<file path="src/rtl/mem_port_arbiter_if.sv">
// mem_port_arbiter_if: requester-side and memory-side bus of the shared memory port.
interface mem_port_arbiter_if #(
    parameter int NUM_CH = 2,
    parameter int ADDR_W = 32,
    parameter int DATA_W = 32
);
    logic [NUM_CH-1:0]        req;
    logic [NUM_CH-1:0]        we;
    logic [NUM_CH*ADDR_W-1:0] addr;
    logic [NUM_CH*DATA_W-1:0] wdata;
    logic [NUM_CH-1:0]        gnt;
    logic [NUM_CH-1:0]        rvalid;
    logic [DATA_W-1:0]        rdata;
    logic                     mem_req;
    logic                     mem_we;
    logic [ADDR_W-1:0]        mem_addr;
    logic [DATA_W-1:0]        mem_wdata;
    logic                     mem_gnt;
    logic                     mem_rvalid;
    logic [DATA_W-1:0]        mem_rdata;
    logic                     err;

    modport slave (
        input  req, we, addr, wdata, mem_gnt, mem_rvalid, mem_rdata,
        output gnt, rvalid, rdata, mem_req, mem_we, mem_addr, mem_wdata, err
    );

    modport master (
        output req, we, addr, wdata, mem_gnt, mem_rvalid, mem_rdata,
        input  gnt, rvalid, rdata, mem_req, mem_we, mem_addr, mem_wdata, err
    );
endinterface

</file>
<file path="src/rtl/mem_port_arbiter.sv">
// mem_port_arbiter: shares one memory port among NUM_CH requesters, holding each
// decision until memory accepts it and routing in-order responses back via an ID FIFO.
module mem_port_arbiter #(
    parameter int NUM_CH      = 2,
    parameter int ADDR_W      = 32,
    parameter int DATA_W      = 32,
    parameter int OUTST_DEPTH = 4,
    parameter bit RR_EN       = 1'b1
) (
    input logic               clk,
    input logic               rst_n,
    mem_port_arbiter_if.slave bus
);
    localparam int CW = $clog2(NUM_CH);
    localparam int DW = $clog2(OUTST_DEPTH);

    typedef enum logic {ARB, HOLD} state_t;

    state_t        state;
    logic [CW-1:0] rr_ptr, held_ch, arb_ch, base, win;
    logic          arb_any, any, full, mem_req, push, pop, err;
    logic [CW-1:0] fifo [OUTST_DEPTH];
    logic [DW-1:0] wr_ptr, rd_ptr;
    logic [DW:0]   count;

    assign base = RR_EN ? rr_ptr : '0;

    // Descending scan so the last hit is the closest to base in wrap order.
    always_comb begin
        arb_ch  = '0;
        arb_any = 1'b0;
        for (int i = NUM_CH - 1; i >= 0; i--) begin
            if (bus.req[CW'((int'(base) + i) % NUM_CH)]) begin
                arb_ch  = CW'((int'(base) + i) % NUM_CH);
                arb_any = 1'b1;
            end
        end
    end

    assign win     = (state == HOLD) ? held_ch : arb_ch;
    assign any     = (state == HOLD) ? bus.req[held_ch] : arb_any;
    assign full    = count == (DW+1)'(OUTST_DEPTH);
    assign mem_req = rst_n & any & ~full;
    assign push    = mem_req & bus.mem_gnt;
    assign pop     = rst_n & bus.mem_rvalid & (count != '0);

    assign bus.mem_req   = mem_req;
    assign bus.mem_we    = rst_n & bus.we[win];
    assign bus.mem_addr  = rst_n ? bus.addr[int'(win)*ADDR_W +: ADDR_W] : '0;
    assign bus.mem_wdata = rst_n ? bus.wdata[int'(win)*DATA_W +: DATA_W] : '0;
    assign bus.gnt       = push ? NUM_CH'(1) << win : '0;
    assign bus.rvalid    = pop ? NUM_CH'(1) << fifo[rd_ptr] : '0;
    assign bus.rdata     = rst_n ? bus.mem_rdata : '0;
    assign bus.err       = err;

    always_ff @(posedge clk or negedge rst_n) begin
        if (!rst_n) begin
            state   <= ARB;
            rr_ptr  <= '0;
            held_ch <= '0;
            wr_ptr  <= '0;
            rd_ptr  <= '0;
            count   <= '0;
            err     <= 1'b0;
        end else begin
            if (push) wr_ptr <= wr_ptr + 1'b1;
            if (pop) rd_ptr <= rd_ptr + 1'b1;
            count <= count + (DW+1)'(push) - (DW+1)'(pop);
            if (push && RR_EN) rr_ptr <= (int'(win) == NUM_CH - 1) ? '0 : win + 1'b1;
            // A held request blocked only by a full FIFO stays held.
            state <= push ? ARB : mem_req ? HOLD : (state == HOLD && bus.req[held_ch]) ? HOLD : ARB;
            if (state == ARB) held_ch <= arb_ch;
            if ((state == HOLD && !bus.req[held_ch]) || (bus.mem_rvalid && count == '0)) err <= 1'b1;
        end
    end

    always_ff @(posedge clk) begin
        if (push) fifo[wr_ptr] <= win;
    end
endmodule
</file>
<file path="src/flat_wrapper.sv">
// flat-port wrapper written by rule: the top's interface ports become plain ports
module mem_port_arbiter_flat 
#(
    parameter int NUM_CH      = 2,
    parameter int ADDR_W      = 32,
    parameter int DATA_W      = 32,
    parameter int OUTST_DEPTH = 4,
    parameter bit RR_EN       = 1'b1
)
  (clk, rst_n, bus_req, bus_we, bus_addr, bus_wdata, bus_mem_gnt, bus_mem_rvalid, bus_mem_rdata, bus_gnt, bus_rvalid, bus_rdata, bus_mem_req, bus_mem_we, bus_mem_addr, bus_mem_wdata, bus_err);
  mem_port_arbiter_if #(.NUM_CH(NUM_CH), .ADDR_W(ADDR_W), .DATA_W(DATA_W)) bus_i ();
  input logic clk;
  input logic rst_n;
  input wire logic [$bits(bus_i.req)-1:0] bus_req;
  input wire logic [$bits(bus_i.we)-1:0] bus_we;
  input wire logic [$bits(bus_i.addr)-1:0] bus_addr;
  input wire logic [$bits(bus_i.wdata)-1:0] bus_wdata;
  input wire logic [$bits(bus_i.mem_gnt)-1:0] bus_mem_gnt;
  input wire logic [$bits(bus_i.mem_rvalid)-1:0] bus_mem_rvalid;
  input wire logic [$bits(bus_i.mem_rdata)-1:0] bus_mem_rdata;
  output wire logic [$bits(bus_i.gnt)-1:0] bus_gnt;
  output wire logic [$bits(bus_i.rvalid)-1:0] bus_rvalid;
  output wire logic [$bits(bus_i.rdata)-1:0] bus_rdata;
  output wire logic [$bits(bus_i.mem_req)-1:0] bus_mem_req;
  output wire logic [$bits(bus_i.mem_we)-1:0] bus_mem_we;
  output wire logic [$bits(bus_i.mem_addr)-1:0] bus_mem_addr;
  output wire logic [$bits(bus_i.mem_wdata)-1:0] bus_mem_wdata;
  output wire logic [$bits(bus_i.err)-1:0] bus_err;
  assign bus_i.req = bus_req;
  assign bus_i.we = bus_we;
  assign bus_i.addr = bus_addr;
  assign bus_i.wdata = bus_wdata;
  assign bus_i.mem_gnt = bus_mem_gnt;
  assign bus_i.mem_rvalid = bus_mem_rvalid;
  assign bus_i.mem_rdata = bus_mem_rdata;
  assign bus_gnt = bus_i.gnt;
  assign bus_rvalid = bus_i.rvalid;
  assign bus_rdata = bus_i.rdata;
  assign bus_mem_req = bus_i.mem_req;
  assign bus_mem_we = bus_i.mem_we;
  assign bus_mem_addr = bus_i.mem_addr;
  assign bus_mem_wdata = bus_i.mem_wdata;
  assign bus_err = bus_i.err;
  mem_port_arbiter #(.NUM_CH(NUM_CH), .ADDR_W(ADDR_W), .DATA_W(DATA_W), .OUTST_DEPTH(OUTST_DEPTH), .RR_EN(RR_EN)) u_core (.clk(clk), .rst_n(rst_n), .bus(bus_i));
endmodule
</file>
<file path="config.mk">
export PLATFORM = sky130hd
export DESIGN_NAME = mem_port_arbiter_flat
export DESIGN_NICKNAME = d
export VERILOG_FILES = /design/src/rtl/mem_port_arbiter_if.sv /design/src/rtl/mem_port_arbiter.sv /design/src/flat_wrapper.sv
export SDC_FILE = /design/constraint.sdc
export NUM_CORES = 1
export LEC_CHECK = 0
export ABC_AREA = 1
export CAP_MARGIN = 20
export CORE_AREA = 2 2 105 107
export CTS_BUF_LIST = sky130_fd_sc_hd__clkbuf_2 sky130_fd_sc_hd__clkbuf_4 sky130_fd_sc_hd__clkbuf_8
export DETAILED_ROUTE_END_ITERATION = 12
export DIE_AREA = 0 0 107 109
export MAX_ROUTING_LAYER = met4
export PLACE_DENSITY = 0.77
export SLEW_MARGIN = 20
export SYNTH_ARGS = -nofsm -noshare
export SYNTH_HDL_FRONTEND = slang
export SYNTH_SLANG_ARGS = --single-unit
</file>
<file path="constraint.sdc">
create_clock -name clk -period 4.6 [get_ports clk]
set_input_delay 0.46 -clock clk [delete_from_list [all_inputs] [get_ports clk]]
set_output_delay 0.46 -clock clk [all_outputs]
set_load 0.02 [all_outputs]
</file>
Placement view:
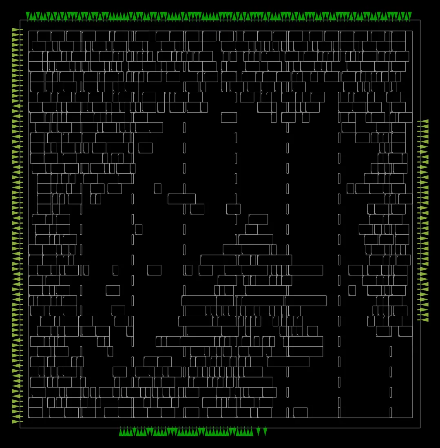
count of flip-flops and latches: 15
# Taps: 140
Finished Core Util: 45.6%
area of the core: 10600 um2

Placed cells, one colour a class:
Drawn at 4 px/um.
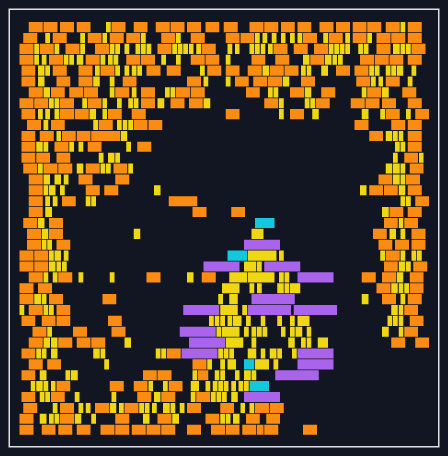
| colour | class | cells |
|---|---|---|
| yellow | combinational and other logic | 337 |
| orange | other buffers and delay cells | 273 |
| purple | flops | 15 |
| cyan | clock drivers and dummy loads | 4 |
register share of the cell area: 8.17%
post-route cell area: 4840 um2
standard-cell row count: 38

Cells by drive strength:
Drawn at 3 px/um.
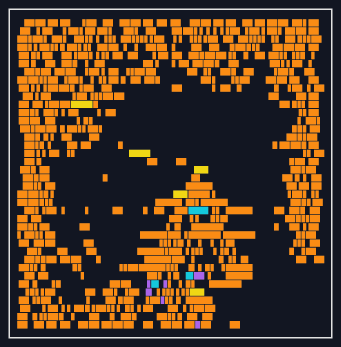
| colour | size | cells | share |
|---|---|---|---|
| cyan | _3 and _4 cells | 3 | 0.48% |
| purple | _2 cells | 6 | 0.95% |
| yellow | _6 and larger | 5 | 0.79% |
| orange | _0 and _1 cells | 615 | 98% |
worst-case setup margin in the final layout: 1.42 ns
area added between synthesis and finish: 139%
total of plain and repair buffers excluding clock buffers: 273

==> results.json <==
{
  "num-fill-cells": 1074,
  "cts_hold_repair.buffers": 0,
  "floorplanUtilization_pct": 19.1,
  "floorplan.die.width_um": 107,
  "antenna_left": 0,
  "timing.critical_path.fanout_max": 36,
  "static-leakage-power_nw": 2.17,
  "most_common_cell": "sky130_fd_sc_hd__nor2_1",
  "final_layout_top_logic_cells": "sky130_fd_sc_hd__clkdlybuf4s50_1, sky130_fd_sc_hd__nor2_1, sky130_fd_sc_hd__nand2_1, sky130_fd_sc_hd__o21ai_0, sky130_fd_sc_hd__inv_1",
  "gp_congestion": 0.746,
  "cts_buffer_depth": 2,
  "enable_flop_cells": 4,
  "p_comb_share_pct": 78.8,
  "critical_path.endpoint_type": "output port",
  "min_period_over_period_pct": 69.1,
  "synth_cell_type_count": 24,
  "routed_met2_length_um": 5500,
  "total_switching_power_uw": 805,
  "finalNetCount": 804,
  "post_synth_most_frequent_cells": "sky130_fd_sc_hd__nor2_1, sky130_fd_sc_hd__nand2_1, sky130_fd_sc_hd__o21ai_0",
  "worst_path_largest_cell_delay_ns": 0.63,
  "postPlaceCellArea_um2": 4790,
  "timing_worst_slew_pin_value_ns": 0.886,
  "layout.cells.most_common": "sky130_fd_sc_hd__clkdlybuf4s50_1",
  "grt_pass1_vias": 3243,
  "outcome": "finished, final reports clean",
  "cts.htree.levels": 1,
  "max_cap_viol_count": 0,
  "synthCells": 377,
  "yosys-stat-cells": 377,
  "slowest_stage": "sky130_fd_sc_hd__clkdlybuf4s50_1",
  "final_cell_count_no_fill": 770,
  "dp_hpwl_um": 8540,
  "worstHoldPathType": "in2async",
  "synth.cell_area_um2": 2020,
  "sw_frac_of_total_pct": 49.4,
  "globalRouteMet1Util_pct": 18.1,
  "globalRoute.busiestLayer": "met2",
  "route.top_layer_used": "met4",
  "grt_antenna_before_repair": 1,
  "top_area_cell": "sky130_fd_sc_hd__nor2_1",
  "clock_power_share_pct": 7.1,
  "vias_per_cell": 4.20,
  "drt_pass1_iterations": 5,
  "grt_start_max_net_pins": 68,
  "power_per_cell_area_nw_per_um2": 337,
  "yosys.stat.chipArea_um2": 2020,
  "post_route_setup_tns_ns": 0,
  "power.sequential.fraction_pct": 14.1,
  "globalRouteTotalUtil_pct": 17.0,
  "root_buffer": "sky130_fd_sc_hd__clkbuf_8",
  "drt-total-wl_um": 10500,
  "p_int_uw": 826,
  "total_power_mw": 1.63,
  "clk_pin_slew_worst_paths_ns": 0.06,
  "worst_path_buffer_plus_inverter_count": 4,
  "drt_first_iter_violations": 115,
  "synth_top_flop_cell": "sky130_fd_sc_hd__dfrtp_1",
  "skew_ns": 0.00274,
  "grt-ovfl-total": 0,
  "m1WireLength_um": 3860,
  "dp_slack_ns": 1.42,
  "floorplan.die.height_um": 109,
  "design.portCount": 271,
  "fp_nets": 551,
  "timing.slew.headroom_pct": 40.9,
  "tool_warnings": 29,
  "grt_setup_unrepaired": "false",
  "cts_num_sinks": 15,
  "tritoncts_clock_tree": "yes",
  "final.hold.worst_slack_ns": 0.317,
  "drc_violation_count_after_routing": 0,
  "drive_gt1_share_pct": 2.23,
  "tritoncts.num_buffers": 3,
  "ys_seq_share_pct": 19.6,
  "place.port_buffers": 270,
  "cts_repair_resize_count": 0,
  "critical_path.top_delay_family": "buffers and inverters",
  "routed_wl_met3_um": 869,
  "wl_per_cell_um": 13.6,
  "max-vdd-ir-drop_uv": 281,
  "chip_area_um2": 11700,
  "max_clock_freq_mhz": 315,
  "yosysWarningCount": 0,
  "top_cell_area_share_pct": 26.4,
  "met2_usage_pct": 31.3,
  "dp.cells": 765,
  "cp_class": "in2out",
  "grt_first_pass_wirelength_um": 15600,
  "ys.flops": 15,
  "synth-async-reset-ratio_pct": 73.3,
  "ys_top_cells_by_area": "sky130_fd_sc_hd__nor2_1, sky130_fd_sc_hd__dfrtp_1, sky130_fd_sc_hd__o21ai_0",
  "final-comb-area_um2": 1280,
  "setup_viol_count_final": 0,
  "worstPathCellList": "clkdlybuf4s50_1 -> nand2_1 -> nand2_1 -> nand2_2 -> inv_2 -> buf_12 -> nor2_1 -> nor2_1 -> clkdlybuf4s50_1",
  "synthesis.area_per_instance_um2": 5.36,
  "period_needed_ns": 3.18,
  "timing.critical_path.required_ns": 4.14,
  "hold_violations": 0,
  "clock_insertion_delay_worst_skew_ns": 0.25,
  "cp-start-kind": "primary input",
  "cts.repair_timing.setup_buffer_count": 0,
  "critPathArrivalTime_ns": 2.72,
  "final-max-slew-violation-count": 0
}
Metal 3:
Drawn at 2 px/um. Cells faint in the background.
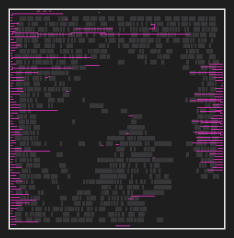
nets with wire on the layer: 129
share of all routed wire: 8.3%
routed vias: 3235
GR Util met3: 3.65%

Sequential cells coloured by netlist name:
Drawn at 3 px/um.
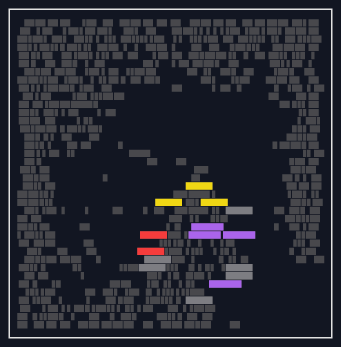
| colour | signal | placed flops |
|---|---|---|
| red | `u_core.wr_ptr` | 2 |
| yellow | `u_core.count` | 3 |
| purple | `u_core.fifo` | 4 |
not coloured: 6
register cell area after layout: 395 um2
sequential logic power: 230 uW

## path summary, 6_finish.rpt
path,start,end,slack (ns),cells past startpoint
worst max-delay path,bus_req[0],bus_mem_addr[2],1.42,9
worst min-delay path,rst_n,u_core.state$_DFF_PN0_,0.32,1
worst max register to register,u_core.held_ch$_DFF_PN0_,u_core.count[2]$_DFF_PN0_,2.39,10
worst min register to register,u_core.bus.err$_DFFE_PN0P_,u_core.bus.err$_DFFE_PN0P_,0.48,1
max in group asynchronous,rst_n,u_core.rd_ptr[0]$_DFFE_PN0P_,3.56,2
min in group clk,u_core.bus.err$_DFFE_PN0P_,u_core.bus.err$_DFFE_PN0P_,0.48,1
## final cells by class
| type | count | area share (%) |
|---|---|---|
| Clock buffer | 4 | 1.01 |
| Tap cell | 140 | 3.62 |
| Multi-Input combinational cell | 286 | 26.4 |
| Inverter | 51 | 3.96 |
| Antenna cell | 1 | 0.0517 |
| Timing Repair Buffer | 273 | 56.8 |
| Sequential cell | 15 | 8.17 |
## flip-flops by register name (all words and copies together), names as in the netlist
name,cells
u_core.base,1
u_core.bus.err,1
u_core.count,3
u_core.fifo,4
u_core.held_ch,1
u_core.rd_ptr,2
u_core.state,1
u_core.wr_ptr,2
## power by group through the flow
stage	logic [mW]	registers, mW	clock network [mW]
after detailed placement	1.30	0.231	0
after floorplan	0.752	0.223	0
after global placement	1.27	0.228	0
after CTS	1.30	0.229	0.118
after global routing	1.40	0.234	0.124
final	1.29	0.230	0.116
## cells by family after synthesis
group           after synthesis  share of synthesized area, %
fa+ha+maj                     6                          4.09
flops                        15                          19.6
simple gates                206                          39.5
buf+inv                      76                          17.2
xor+xnor                      3                          1.30
compound gates               71                          18.4
Power figures rest on the tool's default switching activity, not on a simulated workload.
